==> images/cell_classes.png <==
Fill, decap, tap and diode cells in grey.
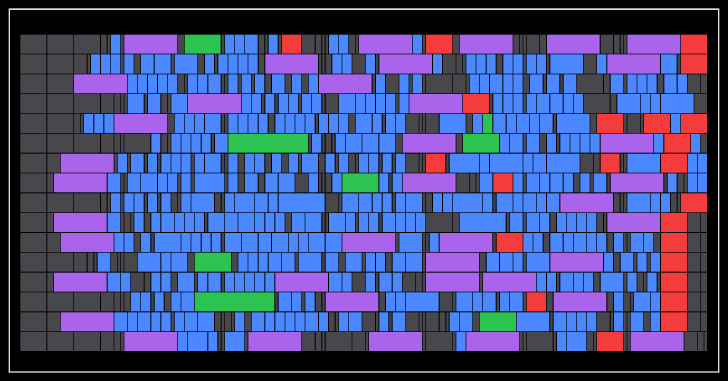
==> images/clock_map.png <==
Scale bar: 20 um.
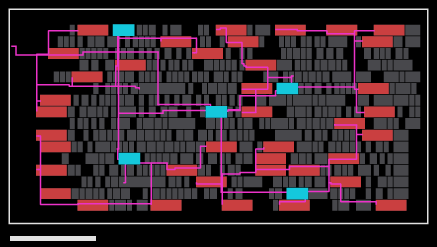
==> images/metal_stack.png <==
Scale bar: 20 um. Two of the layers only.
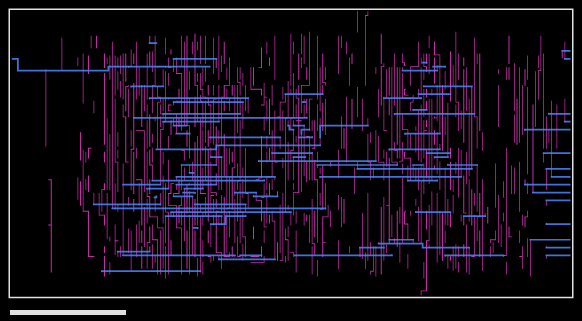
[src/rtl/music_play_ctrl.sv]
// Playback sequencer: walks song/note addresses into the song ROM, paced by a beat timer.
// Latency: 1 cycle from button pulse to state/playing change; 2 cycles from play in IDLE to first note_strobe.
// Backpressure: none; pulses are consumed in the cycle they arrive, and losing events are dropped by priority.
// Ports: clk/r_n (sync active-low reset), play_pulse/next_pulse/prev_pulse (1-cycle buttons),
//        song_end (ROM end marker at note_addr), song_sel/note_addr (ROM address),
//        playing, note_strobe, beat_tick (registered status/pulses).
module music_play_ctrl #(
  parameter int NUM_SONGS   = 4,
  parameter int SONG_W      = 2,
  parameter int ADDR_W      = 8,
  parameter int BEAT_CYCLES = 12500000
) (
  input  logic              clk,
  input  logic              r_n,
  input  logic              play_pulse,
  input  logic              next_pulse,
  input  logic              prev_pulse,
  input  logic              song_end,
  output logic [SONG_W-1:0] song_sel,
  output logic [ADDR_W-1:0] note_addr,
  output logic              playing,
  output logic              note_strobe,
  output logic              beat_tick
);

  localparam int CNT_W = $clog2(BEAT_CYCLES);
  localparam logic [CNT_W-1:0]  BEAT_LAST = CNT_W'(BEAT_CYCLES - 1);
  localparam logic [SONG_W-1:0] SONG_LAST = SONG_W'(NUM_SONGS - 1);

  typedef enum logic [1:0] {
    S_IDLE  = 2'd0,
    S_LOAD  = 2'd1,
    S_PLAY  = 2'd2,
    S_PAUSE = 2'd3
  } state_t;

  state_t            state, state_nxt;
  logic [CNT_W-1:0]  beat_cnt, beat_cnt_nxt;
  logic [SONG_W-1:0] song_sel_nxt;
  logic [ADDR_W-1:0] note_addr_nxt;
  logic              strobe_nxt, tick_nxt, playing_nxt;

  // next and prev together cancel out, leaving play_pulse free to act
  logic              song_chg;
  logic [SONG_W-1:0] song_inc, song_dec, song_step;
  logic              beat_last;
  logic              song_done;

  assign song_chg  = next_pulse ^ prev_pulse;
  assign song_inc  = (song_sel == SONG_LAST) ? '0 : song_sel + 1'b1;
  assign song_dec  = (song_sel == '0) ? SONG_LAST : song_sel - 1'b1;
  assign song_step = next_pulse ? song_inc : song_dec;
  assign beat_last = (beat_cnt == BEAT_LAST);
  // last addressable note ends the song even without an end marker
  assign song_done = song_end || (&note_addr);

  always_comb begin
    state_nxt     = state;
    song_sel_nxt  = song_sel;
    note_addr_nxt = note_addr;
    beat_cnt_nxt  = beat_cnt;
    strobe_nxt    = 1'b0;
    tick_nxt      = 1'b0;

    case (state)
      S_IDLE: begin
        note_addr_nxt = '0;
        beat_cnt_nxt  = '0;
        if (song_chg) begin
          song_sel_nxt = song_step;
        end else if (play_pulse) begin
          state_nxt = S_LOAD;
        end
      end

      S_LOAD: begin
        if (song_chg) begin
          // another song change restarts the load on the new song
          song_sel_nxt = song_step;
        end else begin
          note_addr_nxt = '0;
          beat_cnt_nxt  = '0;
          strobe_nxt    = 1'b1;
          state_nxt     = S_PLAY;
        end
      end

      S_PLAY: begin
        if (song_chg) begin
          // song change beats the beat boundary: no advance, no tick
          song_sel_nxt = song_step;
          state_nxt    = S_LOAD;
        end else if (beat_last) begin
          beat_cnt_nxt = '0;
          tick_nxt     = 1'b1;
          if (song_done) begin
            song_sel_nxt = song_inc;
            state_nxt    = S_LOAD;
          end else begin
            note_addr_nxt = note_addr + 1'b1;
            strobe_nxt    = 1'b1;
          end
        end else if (play_pulse) begin
          // pause freezes the beat count where it is, without counting this cycle
          state_nxt = S_PAUSE;
        end else begin
          beat_cnt_nxt = beat_cnt + 1'b1;
        end
      end

      S_PAUSE: begin
        if (song_chg) begin
          song_sel_nxt  = song_step;
          note_addr_nxt = '0;
          beat_cnt_nxt  = '0;
        end else if (play_pulse) begin
          state_nxt = S_PLAY;
        end
      end

      default: begin
        state_nxt = S_IDLE;
      end
    endcase

    playing_nxt = (state_nxt == S_LOAD) || (state_nxt == S_PLAY);
  end

  always_ff @(posedge clk) begin
    if (!r_n) begin
      state       <= S_IDLE;
      song_sel    <= '0;
      note_addr   <= '0;
      beat_cnt    <= '0;
      playing     <= 1'b0;
      note_strobe <= 1'b0;
      beat_tick   <= 1'b0;
    end else begin
      state       <= state_nxt;
      song_sel    <= song_sel_nxt;
      note_addr   <= note_addr_nxt;
      beat_cnt    <= beat_cnt_nxt;
      playing     <= playing_nxt;
      note_strobe <= strobe_nxt;
      beat_tick   <= tick_nxt;
    end
  end

endmodule
[config.mk]
export PLATFORM = sky130hd
export DESIGN_NAME = music_play_ctrl
export DESIGN_NICKNAME = d
export VERILOG_FILES = /design/src/rtl/music_play_ctrl.sv
export SDC_FILE = /design/constraint.sdc
export NUM_CORES = 1
export LEC_CHECK = 0
export ABC_AREA = 1
export CORE_ASPECT_RATIO = 0.5
export CORE_MARGIN = 1
export CORE_UTILIZATION = 59
export DETAILED_ROUTE_END_ITERATION = 6
export GPL_ROUTABILITY_DRIVEN = 0
export MAX_ROUTING_LAYER = met4
export PLACE_DENSITY = 0.88
export SLEW_MARGIN = 20
export SYNTH_ARGS = -nofsm -noshare
export SYNTH_HDL_FRONTEND = slang
export SYNTH_SLANG_ARGS = --single-unit
[constraint.sdc]
create_clock -name clk -period 2.5 [get_ports clk]
set_input_delay 0.5 -clock clk [delete_from_list [all_inputs] [get_ports clk]]
set_output_delay 0.5 -clock clk [all_outputs]
set_load 0.03 [all_outputs]
==> job_summary.md <==
### Yosys + OpenROAD results

| Metric | Value |
|---|---|
| Cycle use final | `0.8283` |
| Largest net degree at the start of global routing | `21` |
| Maxcap violations | `0` |
| Num CTS Buffers | `5` |
| Switch share | `0.3539` |
| RSZ-0062 raised after global routing | `false` |
| Placed insts | `510` |
| Via-to-Cell Ratio | `5.595` |
| Final setup viols | `0` |
| Ys async rst share | `0` |
| Post_cts resized | `0` |
| DP Worst Slack | `117.8 ps` |
| Psw | `669.2 uW` |
| GRT Residual Overflow | `0` |
| Pleak | `0.001222 uW` |
| FP Util | `0.6506` |
| Status | `completed` |
| Final hold vios | `0` |
| Internal power | `1222 uW` |
| DR DRC count | `0` |
| Reg-to-reg endpoint | `beat_cnt[9]` |
| Adder Area Share | `0.03749` |
| Power Density | `621.6 mW/mm2` |
| Clk buf depth | `2` |
| Seq pwr share | `0.360` |
| Vias in the first global route | `2693` |
| YS chip area | `0.002670 mm2` |
Back to the opening pictures, cell_classes.png:
Key: green = clock drivers and dummy loads [cells 8]; blue = all other logic [cells 394]; red = other buffers and delay cells [cells 23]; purple = flip-flops [cells 39]
core area: 0.004104 mm2
Final Util: 0.7412
row count: 16

Back to the opening pictures, clock_map.png:
Key: red = flip-flops [count 39]; cyan = cells driving clock nets [count 5]; magenta = clock wires [length 581 um]
Position of the flops: spread over the die.
Late-Pin Clk Latency: 310 ps
Setup Skew: 8.129 ps
clock network power share: 0.341
Clk. pwr: 645 uW

Back to the opening pictures, metal_stack.png:
Key: blue = met3 [wire length 721 um]; magenta = met2 [wire length 2940 um]

## final cells by class
class	instances	area, um2
sequential	39	780.7
tap	54	67.56
timing repair buffer	23	217.7
fill	323	1062
inverter	56	212.7
clock inverter	2	60.06
clock buffer	6	72.57
multi-input combinational	338	1630
## layer usage
layer	track usage	share of wire	vias up
li1	-	-	1439
met2	0.5094	0.43	158
met1	0.3857	0.44	1284
met4	0.1269	0.020	0
met5	-	0	-
met3	0.06950	0.11	17
## power by group through the flow
stage / combinational (uW) / clock [uW] / sequential (uW)
global route: 625 / 678 / 685
detailed placement: 553 / 0 / 694
CTS: 556 / 645 / 680
global placement: 537 / 0 / 692
finish: 565 / 645 / 680
floorplan: 392 / 0 / 721
## layout by cell type (no fill, tap or decap), drive strengths merged
| cell | instances |
|---|---|
| clkdlybuf4s50 | 18 |
| ha | 8 |
| dfxtp | 39 |
| o21ai | 8 |
| nand3 | 32 |
| nor3b | 1 |
| inv | 55 |
| clkbuf | 6 |
| bufinv | 2 |
| xnor2 | 3 |
| nor3 | 8 |
| nand4 | 14 |
| a31oi | 1 |
| or2 | 2 |
| o21bai | 3 |
| buf | 5 |
| nand2 | 144 |
| clkinv | 1 |
| a21oi | 27 |
| nor2 | 78 |
| nor4 | 3 |
| xor2 | 6 |
## critical path, delay by kind of cell
family / cells / cell delay (ps)
buffers and inverters: 5 / 880
AND/OR/NAND/NOR: 7 / 710
AND-OR/OR-AND: 1 / 220
## kinds of logic (layout without fill, tap and decap cells)
kind of cell	after synthesis	after routing
buffers and inverters	63	87
AND/OR/NAND/NOR	282	282
AND-OR/OR-AND	39	39
flip-flops	39	39
adder cells (fa/ha/maj)	8	8
XOR/XNOR	9	9
Power and IR drop assume default switching activity.
